File: config.mk
export PLATFORM = sky130hd
export DESIGN_NAME = ps2_rx_controller
export DESIGN_NICKNAME = d
export VERILOG_FILES = /design/src/rtl/ps2_rx_controller.sv
export SDC_FILE = /design/constraint.sdc
export NUM_CORES = 1
export LEC_CHECK = 0
export CORE_MARGIN = 2
export CORE_UTILIZATION = 50
export DETAILED_ROUTE_END_ITERATION = 8
export PLACE_DENSITY = 0.82
export RECOVER_POWER = 25
export SLEW_MARGIN = 40
export SYNTH_ARGS = -nofsm -noshare
export SYNTH_HDL_FRONTEND = slang
export SYNTH_SLANG_ARGS = --single-unit
File: constraint.sdc
create_clock -name clk -period 5.5 [get_ports clk]
set_input_delay 1.1 -clock clk [delete_from_list [all_inputs] [get_ports clk]]
set_output_delay 1.1 -clock clk [all_outputs]
set_load 0.05 [all_outputs]
File: src/rtl/ps2_rx_controller.sv
// PS/2 receive controller: edge-driven frame sequencer, conditioning config register, receive FIFO with valid/ready host port.
// Byte visible 1 clk after the stop-bit fall; a full FIFO drops good bytes (overflow pulse). PS2_RX_TIMEOUT_EN adds a stalled-frame timeout.
module ps2_rx_controller #(
  parameter int unsigned FIFO_DEPTH     = 4,
  parameter logic [4:0]  DEB_RESET      = 5'd4,
  parameter int unsigned TIMEOUT_CYCLES = 50000
) (
  input  logic       clk,
  input  logic       rst_n,
  input  logic       ps2_clk,
  input  logic       ps2_data,
  input  logic       enable,
  input  logic       cfg_we,
  input  logic [5:0] cfg_wdata,
  output logic       synch_en,
  output logic [4:0] deb_time,
  output logic [7:0] rx_data,
  output logic       rx_valid,
  input  logic       rx_ready,
  output logic       busy,
  output logic       frame_err,
  output logic       overflow
);

  localparam int unsigned AW = (FIFO_DEPTH > 1) ? $clog2(FIFO_DEPTH) : 1;
  localparam int unsigned CW = AW + 1;

  if (FIFO_DEPTH < 2 || (FIFO_DEPTH & (FIFO_DEPTH - 1)) != 0 || TIMEOUT_CYCLES < 2) begin : g_param_check
    $error("ps2_rx_controller: FIFO_DEPTH must be a power of 2 >= 2 and TIMEOUT_CYCLES >= 2");
  end

  typedef enum logic [1:0] {
    IDLE   = 2'd0,
    DATA   = 2'd1,
    PARITY = 2'd2,
    STOP   = 2'd3
  } state_t;

  state_t         state;
  state_t         next_state;
  logic           prev_clk;
  logic           fall;
  logic [2:0]     bit_cnt;
  logic [7:0]     shreg;
  logic           par;
  logic [7:0]     mem [FIFO_DEPTH];
  logic [AW-1:0]  wr_ptr;
  logic [AW-1:0]  rd_ptr;
  logic [CW-1:0]  count;
  logic           full;
  logic           push;
  logic           pop;
  logic           err_set;
  logic           ovf_set;
  logic           start_en;
  logic           shift_en;
  logic           par_en;
  logic           timeout_hit;

  assign fall     = prev_clk & ~ps2_clk;
  assign full     = (count == CW'(FIFO_DEPTH));
  assign rx_valid = (count != '0);
  assign pop      = rx_valid & rx_ready;
  assign rx_data  = mem[rd_ptr];
  assign busy     = (state != IDLE);

  always_ff @(posedge clk) begin
    if (!rst_n) begin
      state <= IDLE;
    end else begin
      state <= next_state;
    end
  end

  // Abort sources (disable, config write) outrank the edge; the edge outranks the timeout.
  always_comb begin
    next_state = state;
    push       = 1'b0;
    err_set    = 1'b0;
    ovf_set    = 1'b0;
    start_en   = 1'b0;
    shift_en   = 1'b0;
    par_en     = 1'b0;
    if (!enable || cfg_we) begin
      next_state = IDLE;
    end else if (fall) begin
      case (state)
        IDLE: begin
          if (!ps2_data) begin
            next_state = DATA;
            start_en   = 1'b1;
          end
        end
        DATA: begin
          shift_en = 1'b1;
          if (bit_cnt == 3'd7) begin
            next_state = PARITY;
          end
        end
        PARITY: begin
          par_en     = 1'b1;
          next_state = STOP;
        end
        STOP: begin
          next_state = IDLE;
          if (ps2_data && (^{shreg, par})) begin
            // A simultaneous pop frees a slot, so a full FIFO still accepts the byte.
            if (!full || pop) begin
              push = 1'b1;
            end else begin
              ovf_set = 1'b1;
            end
          end else begin
            err_set = 1'b1;
          end
        end
        default: next_state = IDLE;
      endcase
    end else if (timeout_hit) begin
      next_state = IDLE;
      err_set    = 1'b1;
    end
  end

`ifdef PS2_RX_TIMEOUT_EN
  localparam int unsigned TW = $clog2(TIMEOUT_CYCLES + 1);
  logic [TW-1:0] to_cnt;

  assign timeout_hit = (state != IDLE) && (to_cnt == TW'(TIMEOUT_CYCLES - 1));

  always_ff @(posedge clk) begin
    if (!rst_n) begin
      to_cnt <= '0;
    end else if (fall || state == IDLE || next_state == IDLE) begin
      to_cnt <= '0;
    end else begin
      to_cnt <= to_cnt + 1'b1;
    end
  end
`else
  assign timeout_hit = 1'b0;
`endif

  always_ff @(posedge clk) begin
    if (!rst_n) begin
      prev_clk  <= 1'b1;
      bit_cnt   <= '0;
      shreg     <= '0;
      par       <= 1'b0;
      synch_en  <= 1'b1;
      deb_time  <= DEB_RESET;
      frame_err <= 1'b0;
      overflow  <= 1'b0;
    end else begin
      prev_clk  <= ps2_clk;
      frame_err <= err_set;
      overflow  <= ovf_set;
      if (cfg_we) begin
        synch_en <= cfg_wdata[5];
        deb_time <= cfg_wdata[4:0];
      end
      if (start_en) begin
        bit_cnt <= '0;
      end
      if (shift_en) begin
        shreg   <= {ps2_data, shreg[7:1]};
        bit_cnt <= bit_cnt + 3'd1;
      end
      if (par_en) begin
        par <= ps2_data;
      end
    end
  end

  // Storage is cleared on reset so rx_data reads zero while empty after reset.
  always_ff @(posedge clk) begin
    if (!rst_n) begin
      wr_ptr <= '0;
      rd_ptr <= '0;
      count  <= '0;
      for (int unsigned i = 0; i < FIFO_DEPTH; i++) begin
        mem[i] <= '0;
      end
    end else begin
      if (push) begin
        mem[wr_ptr] <= shreg;
        wr_ptr      <= wr_ptr + 1'b1;
      end
      if (pop) begin
        rd_ptr <= rd_ptr + 1'b1;
      end
      case ({push, pop})
        2'b10:   count <= count + 1'b1;
        2'b01:   count <= count - 1'b1;
        default: count <= count;
      endcase
    end
  end

endmodule

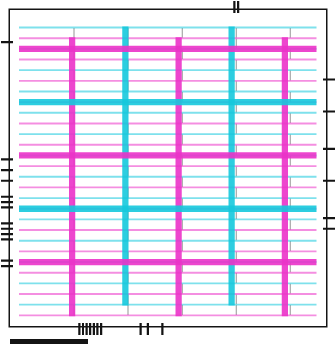
Run 1: PDN straps and rails
Bar = 20 um. Pins as bars on the die edge. Tap cells in gray.
- magenta: VSS
- cyan: VDD
- signal pins: 31
- met5 straps: 5

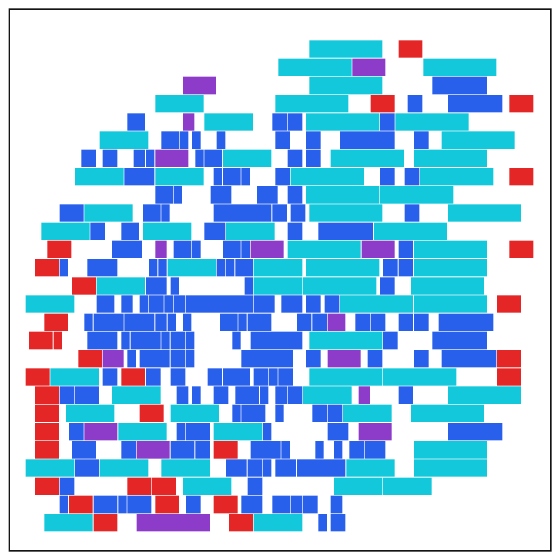
Run 1: placed cells, one color a class
- purple: clock drivers and dummy loads (cells 15; share of their area 5.4%)
- cyan: registers (cells 64; share of their area 47%)
- blue: remaining logic cells (cells 171; share of their area 38%)
- red: remaining buffers and delay cells (cells 31; share of their area 8.9%)

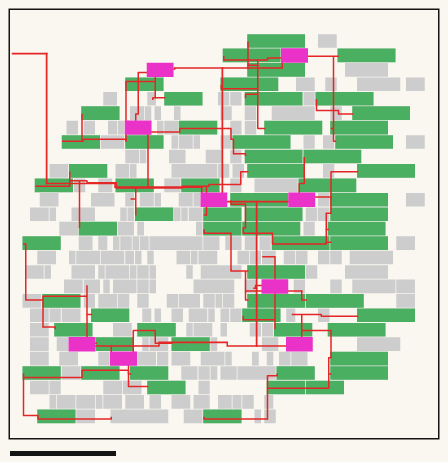
Run 1: clock network drawn from the DEF
Bar = 20 um.
- green: flip-flops (count 64)
- red: clock wires (length 761 um)
- magenta: clock-net drivers (count 9)
- flops lie: spread over the die

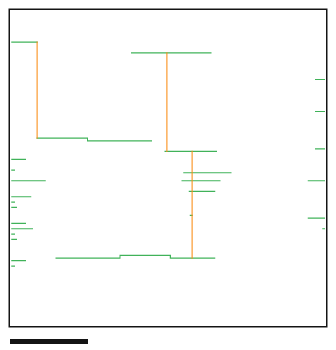
Run 1: signal wires by layer
Bar = 20 um. Only two layers are drawn.
- green: M3 (wire length 189 um)
- orange: M4 (wire length 76.8 um)
total vias in the final route: 1810
wire per inst: 14.5 um
GRT Util Overall: 17.8%
Routed Wire Length: 5120 um

## run 1: state kept, by name, indices dropped and copies added, names as in the netlist, 2 cells and up, named ones only
name,cells
mem,32
wr_ptr,2
bit_cnt,3
count,3
rd_ptr,2
deb_time,5
state,2
shreg,8
## run 1: worst paths after layout
check                                 start           to  slack (ns)  cells after the start
worst min register to register  deb_time[2]  deb_time[2]        0.47                      2
worst min-delay path            deb_time[2]  deb_time[2]        0.47                      2
worst max-delay path                  rst_n    mem[1][0]        1.23                      5
worst max register to register     shreg[3]     count[2]        2.53                     10
## run 1: critical path: cells and delay by family
kind	cells	cell delay (ns)
buffers and inverters	2	1.38
and+or+nand+nor	3	1.77
## run 1: power groups by stage
stage / combinational, mW / sequential (mW) / clock, mW
after floorplan: 0.0324 / 0.536 / 0
after global routing: 0.0690 / 0.520 / 0.408
final: 0.0651 / 0.519 / 0.381
after detailed placement: 0.0663 / 0.530 / 0
after CTS: 0.0667 / 0.519 / 0.390
after global placement: 0.0653 / 0.529 / 0
## run 1: cell families (layout without fill, tap and decap cells)
kind of cell / Yosys count / count (layout) / synth area share (%)
flops: 64 / 64 / 54.5
xor+xnor: 11 / 11 / 4.43
mux: 17 / 17 / 9.20
compound gates: 19 / 19 / 4.47
fa+ha+maj: 9 / 9 / 4.09
simple gates: 106 / 106 / 21.2
buf+inv: 16 / 55 / 2.04
## run 1: through the flow
| step | cells | utilization (%) | hold slack (ns) |
|---|---|---|---|
| finish | 353 | 62.6 | 0.467 |
| floorplan | 242 | - | 0.457 |
| global placement | 338 | 59.3 | 0.454 |
| global route | 353 | 62.6 | 0.508 |
| CTS | 353 | 62.7 | 0.477 |
| detailed placement | 338 | 59.3 | 0.459 |
==> run notes, run 1 <==
• outcome: finished, final reports clean
• leakage power: 1.28 nW
• share of layout cells above drive strength 1: 10.7%
• count leader, synth: sky130_fd_sc_hd__and2_1
• worst vdd rail ir drop: 0.000241 V
• portion of synthesized cell area occupied by the leading cell type: 32.7%
• CTS H-Tree Depth: 3
• multi-input gate area in the final layout: 1270 um^2
• post-synthesis sequential element count: 64
• number of global-route vias before repair: 1776
• PwrDens: 277 nW/um^2
• clock slew seen by the registers of the worst setup and hold paths: 0.07 ns
• Synth Instances: 242
• GR met3 Demand/Resource: 5.84%
• total design power: 965 uW
• count of sequential standard cells: 64
• Non-Clock Buffer Area Fraction: 8.71%
• Final period util: 77.7%
• Skew-Pair Late Insertion Delay: 0.33 ns
• comb_multi_in: 162
• final-layout setup total negative slack: 0 ns
• number of distinct standard cells referenced by the synthesized netlist: 33
• horizontal die size: 80.6 um
• 1st-pass router iterations: 4
• share of final layout cell area taken by clock buffers and inverters: 5.31%
• final design area excluding fillers: 3490 um^2
• number of antenna-violating nets in the routed design: 0
• startpoint-to-endpoint class of the critical path: in2reg
• crit-path cells: clkdlybuf4s50_1 -> clkbuf_1 -> nand4_1 -> nor4_4 -> nand2b_1
• post-CTS setup buffers: 0
• fraction of area in registers: 45.9%
• tally of clock buffers in the finished layout: 9
• cell at the slowest stage of the critical path: sky130_fd_sc_hd__clkbuf_1
• net count after synthesis: 264
• height of the chip: 80.6 um
• CTS root buffer: sky130_fd_sc_hd__clkbuf_8
• TritonCTS sink count: 64
• most common cell after layout, fill and taps aside: sky130_fd_sc_hd__and2_1
• routability congestion estimate from global placement: 0.787
--- run 2 (diff from run 1) ---
==> constraint.sdc (replaced) <==
create_clock -name clk -period 4.3 [get_ports clk]
set_input_delay 0.86 -clock clk [delete_from_list [all_inputs] [get_ports clk]]
set_output_delay 0.86 -clock clk [all_outputs]
set_load 0.05 [all_outputs]
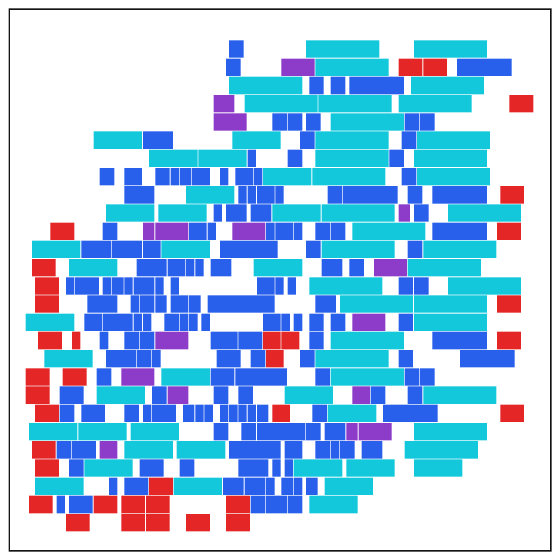
Run 2: placed cells, one color a class
- red: remaining buffers and delay cells (cells 35; share of their area 9.8%)
- cyan: registers (cells 64; share of their area 47%)
- purple: clock drivers and dummy loads (cells 16; share of their area 5.0%)
- blue: remaining logic cells (cells 171; share of their area 38%)

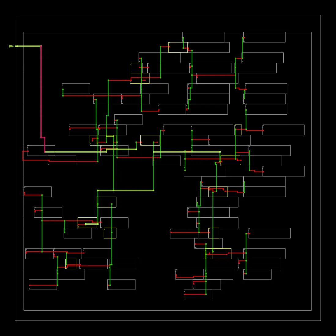
Run 2: clock wiring as the flow saved it
Skew-Pair Late Insertion Delay: 0.33 ns
TritonCTS sink count: 64

==> run notes, run 2 <==
• GR met3 Demand/Resource: 3.37%, -2.5 points
• share of layout cells above drive strength 1: 12.2%, +1.6 points
• height of the chip: 80.6 um, unchanged
• total design power: 1.19 mW, +23%
• number of antenna-violating nets in the routed design: 0, unchanged
• worst vdd rail ir drop: 0.000185 V, -23%
• 1st-pass router iterations: 4, unchanged
• number of distinct standard cells referenced by the synthesized netlist: 33, unchanged
• number of global-route vias before repair: 1923, +8.3%
• crit-path cells: dlygate4sd3_1 -> and4bb_1 -> nand2_1 -> or3_4 -> ha_1 -> inv_1 -> fa_1 -> xor2_1 -> or3_1 -> a21boi_0
• portion of synthesized cell area occupied by the leading cell type: 32.7%, unchanged
• Final period util: 76.8%
• source of the critical timing path: cfg_we
• CTS root buffer: sky130_fd_sc_hd__clkbuf_8
• post-synthesis sequential element count: 64, unchanged
• leakage power: 1.29 nW, +0.80%
• startpoint-to-endpoint class of the critical path: in2reg
• final design area excluding fillers: 3510 um^2, +0.47%
• most common cell after layout, fill and taps aside: sky130_fd_sc_hd__and2_1
• R2R Path Start: shreg[4]
• GRT Util Overall: 18.1%, +0.25 points
• outcome: finished, final reports clean
-- run 2: cell counts after synthesis --
Identical to the previous run, type by type.
-- run 2: cells by family (layout without fill, tap and decap cells) --
group | after synthesis | count (layout) | synth area share (%)
and+or+nand+nor | 106 | 106 | 21.2
DFF | 64 | 64 | 54.5
AOI/OAI and AO/OA | 19 | 19 | 4.47
muxes | 17 | 17 | 9.20
buffers and inverters | 16 | 60 | 2.04
xor gates and xnor gates | 11 | 11 | 4.43
adders and majority gates | 9 | 9 | 4.09
-- run 2: worst paths after layout --
check | to | slack (ns) | depth (start not counted)
setup / recovery | count[2] | 1.0 | 10
hold / removal | synch_en | 0.47 | 2
setup reg to reg | count[2] | 1.24 | 10
hold reg to reg | synch_en | 0.47 | 2
-- run 2: critical path, delay by kind of cell --
family	cells	cell delay [ns]
xor gates and xnor gates	1	0.07
AOI/OAI and AO/OA	1	0.19
adders and majority gates	2	0.41
buffers and inverters	2	0.78
and+or+nand+nor	4	1.23
-- run 2: final cells by class --
| cell class | instances | area, um^2 |
|---|---|---|
| well taps | 72 | 90.1 |
| clock inverters | 7 | 47.5 |
| inverters | 9 | 33.8 |
| repair buffers | 35 | 334 |
| clock buffers | 9 | 124 |
| fillers | 450 | 2070 |
| multi-input cells | 162 | 1270 |
| flip-flops and latches | 64 | 1600 |
-- run 2: where the power goes --
group	leakage (nW)	switching, mW	internal [mW]	total [mW]
registers	0.566	0.00596	0.657	0.663
clock network	0.0854	0.230	0.208	0.439
logic	0.638	0.0497	0.0336	0.0834
total	1.29	0.286	0.899	1.19
-- run 2: per-layer routing --
| metal | part of all wire (%) | vias to the layer above |
|---|---|---|
| met5 | 0 | - |
| met1 | 43 | 843 |
| met2 | 52 | 54 |
| met4 | 0.90 | 0 |
| met3 | 4.5 | 4 |
| li1 | - | 916 |
Power figures rest on the tool's default switching activity, not on a simulated workload.
